===== src/rtl/mips_pipeline_pkg.sv =====
// Shared constants for the MIPS pipeline front end.
// Fetch FSM encodings, PC increment and reset defaults.
package mips_pipeline_pkg;

    localparam logic [1:0] ST_IDLE = 2'd0;
    localparam logic [1:0] ST_WAIT = 2'd1;
    localparam logic [1:0] ST_DROP = 2'd2;

    localparam int unsigned PC_INCR = 4;

    localparam logic [31:0] RESET_PC_DEFAULT = 32'h0000_0000;

endpackage


===== src/rtl/if_fetch_buffer.sv =====
// One-entry holding register for a fetched pc/instr pair.
// Absorbs a response that arrives while IF/ID is stalled.
module if_fetch_buffer
    import mips_pipeline_pkg::*;
#(
    parameter int ADDR_WIDTH  = 32,
    parameter int INSTR_WIDTH = 32
) (
    input  logic                   clk,
    input  logic                   reset_n,
    input  logic                   clear_i,
    input  logic                   load_i,
    input  logic                   consume_i,
    input  logic [ADDR_WIDTH-1:0]  pc_i,
    input  logic [INSTR_WIDTH-1:0] instr_i,
    output logic                   valid_o,
    output logic [ADDR_WIDTH-1:0]  pc_o,
    output logic [INSTR_WIDTH-1:0] instr_o
);

    logic                   valid_q, valid_d;
    logic [ADDR_WIDTH-1:0]  pc_q, pc_d;
    logic [INSTR_WIDTH-1:0] instr_q, instr_d;

    // Clear beats load, load beats consume.
    always_comb begin
        valid_d = valid_q;
        pc_d    = pc_q;
        instr_d = instr_q;
        if (clear_i) begin
            valid_d = 1'b0;
        end else if (load_i) begin
            valid_d = 1'b1;
            pc_d    = pc_i;
            instr_d = instr_i;
        end else if (consume_i) begin
            valid_d = 1'b0;
        end
    end

    // Entry state register.
    always_ff @(posedge clk) begin
        if (!reset_n) begin
            valid_q <= 1'b0;
            pc_q    <= '0;
            instr_q <= '0;
        end else begin
            valid_q <= valid_d;
            pc_q    <= pc_d;
            instr_q <= instr_d;
        end
    end

    assign valid_o = valid_q;
    assign pc_o    = pc_q;
    assign instr_o = instr_q;

endmodule


===== src/rtl/if_fetch_unit.sv =====
// IF stage front end: owns the PC, talks to instruction memory,
// and produces the IF/ID load/flush controls and payload.
module if_fetch_unit
    import mips_pipeline_pkg::*;
#(
    parameter int                    ADDR_WIDTH  = 32,
    parameter int                    INSTR_WIDTH = 32,
    parameter logic [ADDR_WIDTH-1:0] RESET_PC    =
        RESET_PC_DEFAULT[ADDR_WIDTH-1:0]
) (
    input  logic                   clk,
    input  logic                   reset_n,
    input  logic                   stall,
    input  logic                   redirect,
    input  logic [ADDR_WIDTH-1:0]  redirect_pc,
    output logic                   imem_req,
    output logic [ADDR_WIDTH-1:0]  imem_addr,
    input  logic                   imem_ready,
    input  logic                   imem_rvalid,
    input  logic [INSTR_WIDTH-1:0] imem_rdata,
    output logic                   if_id_write,
    output logic                   flush,
    output logic [ADDR_WIDTH-1:0]  pc_out,
    output logic [INSTR_WIDTH-1:0] instr_out
);

    logic [1:0]             state_q, state_d;
    logic [ADDR_WIDTH-1:0]  pc_q, pc_d;

    logic                   buf_vld;
    logic [ADDR_WIDTH-1:0]  buf_pc;
    logic [INSTR_WIDTH-1:0] buf_instr;

    logic live_vld;
    logic buf_load;
    logic buf_cons;
    logic buf_vld_nxt;
    logic fetch_vld;
    logic req;
    logic accept;

    // pc_q already points past the outstanding word, so it is that
    // word's pc+4 whenever a wanted response is live.
    assign live_vld    = (state_q == ST_WAIT) & imem_rvalid;
    assign buf_load    = live_vld & stall & ~redirect & ~buf_vld;
    assign buf_cons    = buf_vld & ~stall & ~redirect;
    assign buf_vld_nxt = (buf_vld & ~buf_cons) | buf_load;
    assign fetch_vld   = (buf_vld | live_vld) & ~redirect;

    assign req = ~redirect & ~buf_vld_nxt &
                 ((state_q == ST_IDLE) | live_vld);
    assign accept = reset_n & req & imem_ready;

    if_fetch_buffer #(
        .ADDR_WIDTH  (ADDR_WIDTH),
        .INSTR_WIDTH (INSTR_WIDTH)
    ) u_buf (
        .clk       (clk),
        .reset_n   (reset_n),
        .clear_i   (redirect),
        .load_i    (buf_load),
        .consume_i (buf_cons),
        .pc_i      (pc_q),
        .instr_i   (imem_rdata),
        .valid_o   (buf_vld),
        .pc_o      (buf_pc),
        .instr_o   (buf_instr)
    );

    // Next PC and request state; redirect overrides everything.
    always_comb begin
        state_d = state_q;
        pc_d    = pc_q;
        if (redirect) begin
            pc_d = redirect_pc;
            if ((state_q != ST_IDLE) && !imem_rvalid) begin
                state_d = ST_DROP;
            end else begin
                state_d = ST_IDLE;
            end
        end else if (accept) begin
            pc_d    = pc_q + ADDR_WIDTH'(PC_INCR);
            state_d = ST_WAIT;
        end else if ((state_q != ST_IDLE) && imem_rvalid) begin
            state_d = ST_IDLE;
        end
    end

    // PC and FSM registers.
    always_ff @(posedge clk) begin
        if (!reset_n) begin
            pc_q    <= RESET_PC;
            state_q <= ST_IDLE;
        end else begin
            pc_q    <= pc_d;
            state_q <= state_d;
        end
    end

    assign imem_req    = reset_n & req;
    assign imem_addr   = pc_q;
    assign if_id_write = reset_n & fetch_vld & ~stall;
    assign flush       = reset_n & (redirect | (~fetch_vld & ~stall));
    assign pc_out      = !reset_n ? '0 : (buf_vld ? buf_pc : pc_q);
    assign instr_out   = !reset_n ? '0 : (buf_vld ? buf_instr : imem_rdata);

endmodule

===== config.mk =====
export PLATFORM = sky130hd
export DESIGN_NAME = if_fetch_unit
export DESIGN_NICKNAME = d
export VERILOG_FILES = /design/src/rtl/mips_pipeline_pkg.sv /design/src/rtl/if_fetch_buffer.sv /design/src/rtl/if_fetch_unit.sv
export SDC_FILE = /design/constraint.sdc
export NUM_CORES = 1
export LEC_CHECK = 0
export CORE_ASPECT_RATIO = 0.7
export CORE_MARGIN = 2
export CORE_UTILIZATION = 50
export CTS_CLUSTER_DIAMETER = 200
export DETAILED_ROUTE_END_ITERATION = 8
export PLACE_DENSITY = 0.92
export SYNTH_ARGS = -nofsm -noshare
export SYNTH_HDL_FRONTEND = slang
export SYNTH_SLANG_ARGS = --single-unit

===== constraint.sdc =====
create_clock -name clk -period 7 [get_ports clk]
set_clock_uncertainty 0.05 [all_clocks]
set_input_delay 2.1 -clock clk [delete_from_list [all_inputs] [get_ports clk]]
set_output_delay 2.1 -clock clk [all_outputs]
set_load 0.02 [all_outputs]

==> flow_summary.yaml <==
# generated from flow reports
pwr:
  pwr-share-clk_pct: 39.2
  power_uw: 1350
  sequential_fraction_of_design_power_pct: 44.6
  power.switching_fraction_pct: 25.6
  p_leak_uw: 0.00233
  power_report.internal_total_uw: 1000
  comb_power_share_pct: 16.2
  power.density_nw_per_um2: 186
  netSwitchingPower_uw: 345
  clock_power_uw: 527
  power.largest_group: "registers"
  maximum_vdd_drop_mv: 0.133
floorplan:
  tapcell.inserted: 132
  floorplan.core_area_sq_um: 10200
  fp.dieH_um: 89.2
  die_w_um: 126
  cell_rows: 31
  initial_core_util_pct: 50.7
  dieArea_sq_um: 11200
  pin_count: 169
critical_path:
  ff2ff_path_depth: 5
  regToRegStartpoint: "u_buf.valid_o"
  path_depth: 5
  setup_slack_reg_to_reg_ns: 3.97
  required_ns: 4.85
  cpMaxStageDelayCell: "clkdlybuf4s50_1"
  timing.critical_path.arrival_ns: 3.95
  worstSetupEndpointType: "primary output"
  path_common_cell: "clkdlybuf4s50_1"
  crit_family: "buffers and inverters"
  cp_max_fo: 10
  timing.critical_path.from_type: "input port"
  critPathBufInv: 2
  setup.worst_path.end: "if_id_write"
  crit-reg2reg-capture: "imem_addr[10]"
  crit_path_start: "redirect"
  worst-setup-path-type: "input port to primary output"
synthesis:
  mean_area_per_synthesized_cell_sq_um: 7.48
  area_of_the_mapped_netlist_sq_um: 5190
  yosysWarningCount: 0
  top_cells_by_count_synth: "162 x nand2_1, 99 x dfxtp_1, 96 x nor2_1"
  ff_type: "dfxtp_1"
  synthDominantCellAreaShare_pct: 38.2
  yosys.area.top_type: "dfxtp_1"
  synth_nets: 765
  most_repeated_cell_in_the_gate_level_netlist_after_synthesis: "nand2_1"
  chip_area_in_the_yosys_report_sq_um: 5190
  top_area_cell_types: "dfxtp_1 38%, mux2i_1 13%, nand2_1 12%"
  synth_cells: 694
  enable_flop_cells: 0
  synthDistinctLibCells: 50
  ys_cells: 694
  async_reset_ff_share_pct: 0
detailed_routing:
  ant_nets: 0
  met1Wirelength_um: 6820
  met3_wire_length_um: 1160
  route.detailed.vias_per_inst: 5.59
  routed_wl_um: 14700
  drcViolationCount: 0
  met2_length_um: 6550
  drt_pre_antenna_iters: 5
  routed.top_layer: "met4"
  detailroute.via_count: 5378
  avgRoutedWirePerCell_um: 15.3
  detailedRoute.firstIterationViolations: 310
cells_and_area:
  stdcell_count: 962
  highest_count_logic_cell_in_the_final_layout: "clkdlybuf4s50_1"
  mostFrequentLayoutCells: "168 x clkdlybuf4s50_1, 162 x nand2_1, 98 x dfxtp_1"
  largestClassByArea: "logic gates"
  finish.net_count: 896
  mi_logic_area_sq_um: 2950
  seqAreaFraction_pct: 27.5
  combAreaFraction_pct: 40.9
  inverters_excl_clock: 6
  sequential_cell_total: 99
  clk_share_pct: 4.39
  filler_cells: 845
  layout-drive-gt1-share_pct: 4.34
  logic_gate_count: 532
  diodes: 0
placement:
  pre_cts_ws_ns: 0.887
  port-buffer-count: 168
  final_gp_congestion: 0.887
  dp_cells: 946
  detailedPlacementHpwl_um: 10100
  instance_area_at_placement_sq_um: 6900
global_routing:
  grt_use_total_pct: 25.2
  grt_pass1_vias: 4632
  groute.layer.met1.usage_pct: 34.9
  gr-usage-met3_pct: 6.28
  busiest_layer: "met2"
  grt_max_degree: 69
  grt_pass1_wl_um: 23100
  grt.met2_usage_pct: 40.2
  globalRouteOverflowTotal: 0
  number_of_antenna_violations_at_the_first_check_in_global_routing: 0
sta:
  final.hold.worst_slack_ns: 0.404
  fin_crit_ns: 6.10
  slew_violations: 0
  unrepaired_setup_endpoints_after_global_routing: "false"
  fin_crit_sh_pct: 87.2
  max_clock_freq_mhz: 164
  hold_viol_final: 0
  fin_setup_tns_ns: 0
  max_slew.worst_pin.slew_ns: 1.17
  final-setup-viol-count: 0
  worst_max_slew_margin_expressed_relative_to_the_limit_pct: 21.8
hold_path:
  end_point_of_the_most_critical_hold_path: "u_buf.instr_o[4]"
  min_path_cells: 2
  holdCritStartpoint: "u_buf.instr_o[4]"
  worst_hold_path_type: "register to register"
cts:
  cts_made_buffers: 9
  clock_latency_ns: 0.34
  cts.sink_count: 99
  clk_transition_reported_paths_ns: 0.07
  clock_tree.htree_level_count: 3
  clock_tree_buf_depth: 2
  tritoncts: "yes"
  hold_buffers: 0
run:
  log.warning_count: 26
  maxCapViolCount: 0
outcome:
  outcome: "finished clean"
state kept, by name, summed over array words and instances, names as in the netlist:
signal and cells:
u_buf.instr_o 32, u_buf.pc_o 32, state_q 2, u_buf.valid_o 1, imem_addr 32
cells by family (layout without fill, tap and decap cells):
| logic type | after synthesis | count (layout) | synth area share [%] |
|---|---|---|---|
| simple gates | 317 | 317 | 26.4 |
| fa+ha+maj | 1 | 1 | 0.241 |
| xor+xnor | 2 | 2 | 0.338 |
| flops | 99 | 99 | 38.2 |
| compound gates | 144 | 144 | 16.7 |
| buf+inv | 63 | 199 | 5.06 |
| mux | 68 | 68 | 13.1 |
worst min-delay path: stages, from the launching register on:
cell	delay, ns
dfxtp_1	0.31
nand2_1	0.05
a21oi_1	0.05
Sequential cells coloured by netlist name:
(3 px per um) Other sequential cells in the stronger grey, the rest of the logic in the fainter grey.
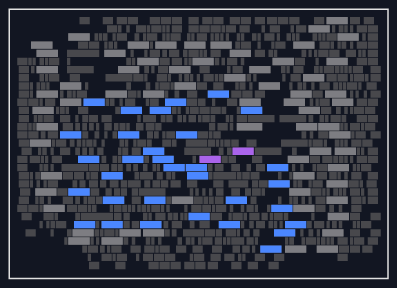
colour	signal	flops
blue	`imem_addr`	32
purple	`state_q`	2
final core area utilization: 70.5%
seq pwr: 600 uW
Seq. cell area: 1990 sq um

Sizing map:
(4 px per um)
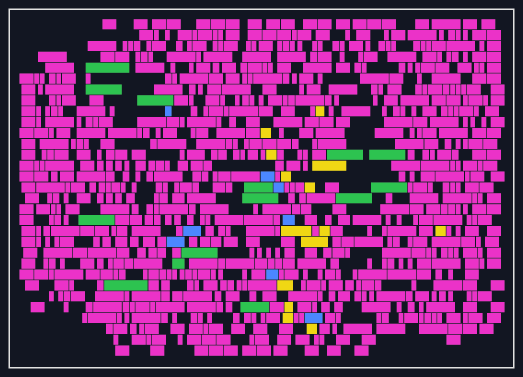
colour	size	cells	share
yellow	x3 and x4	14	1.7%
magenta	x1 and smaller	794	96%
blue	x2	8	0.96%
green	x6 and larger	14	1.7%
post-route standard cell area excluding fillers: 7220 sq um
slack of the critical path: 0.899 ns
signed area change from the synthesized netlist to the final layout: 39.1%
non-clock buffer count: 177

Power is estimated from default activity; no workload was simulated.
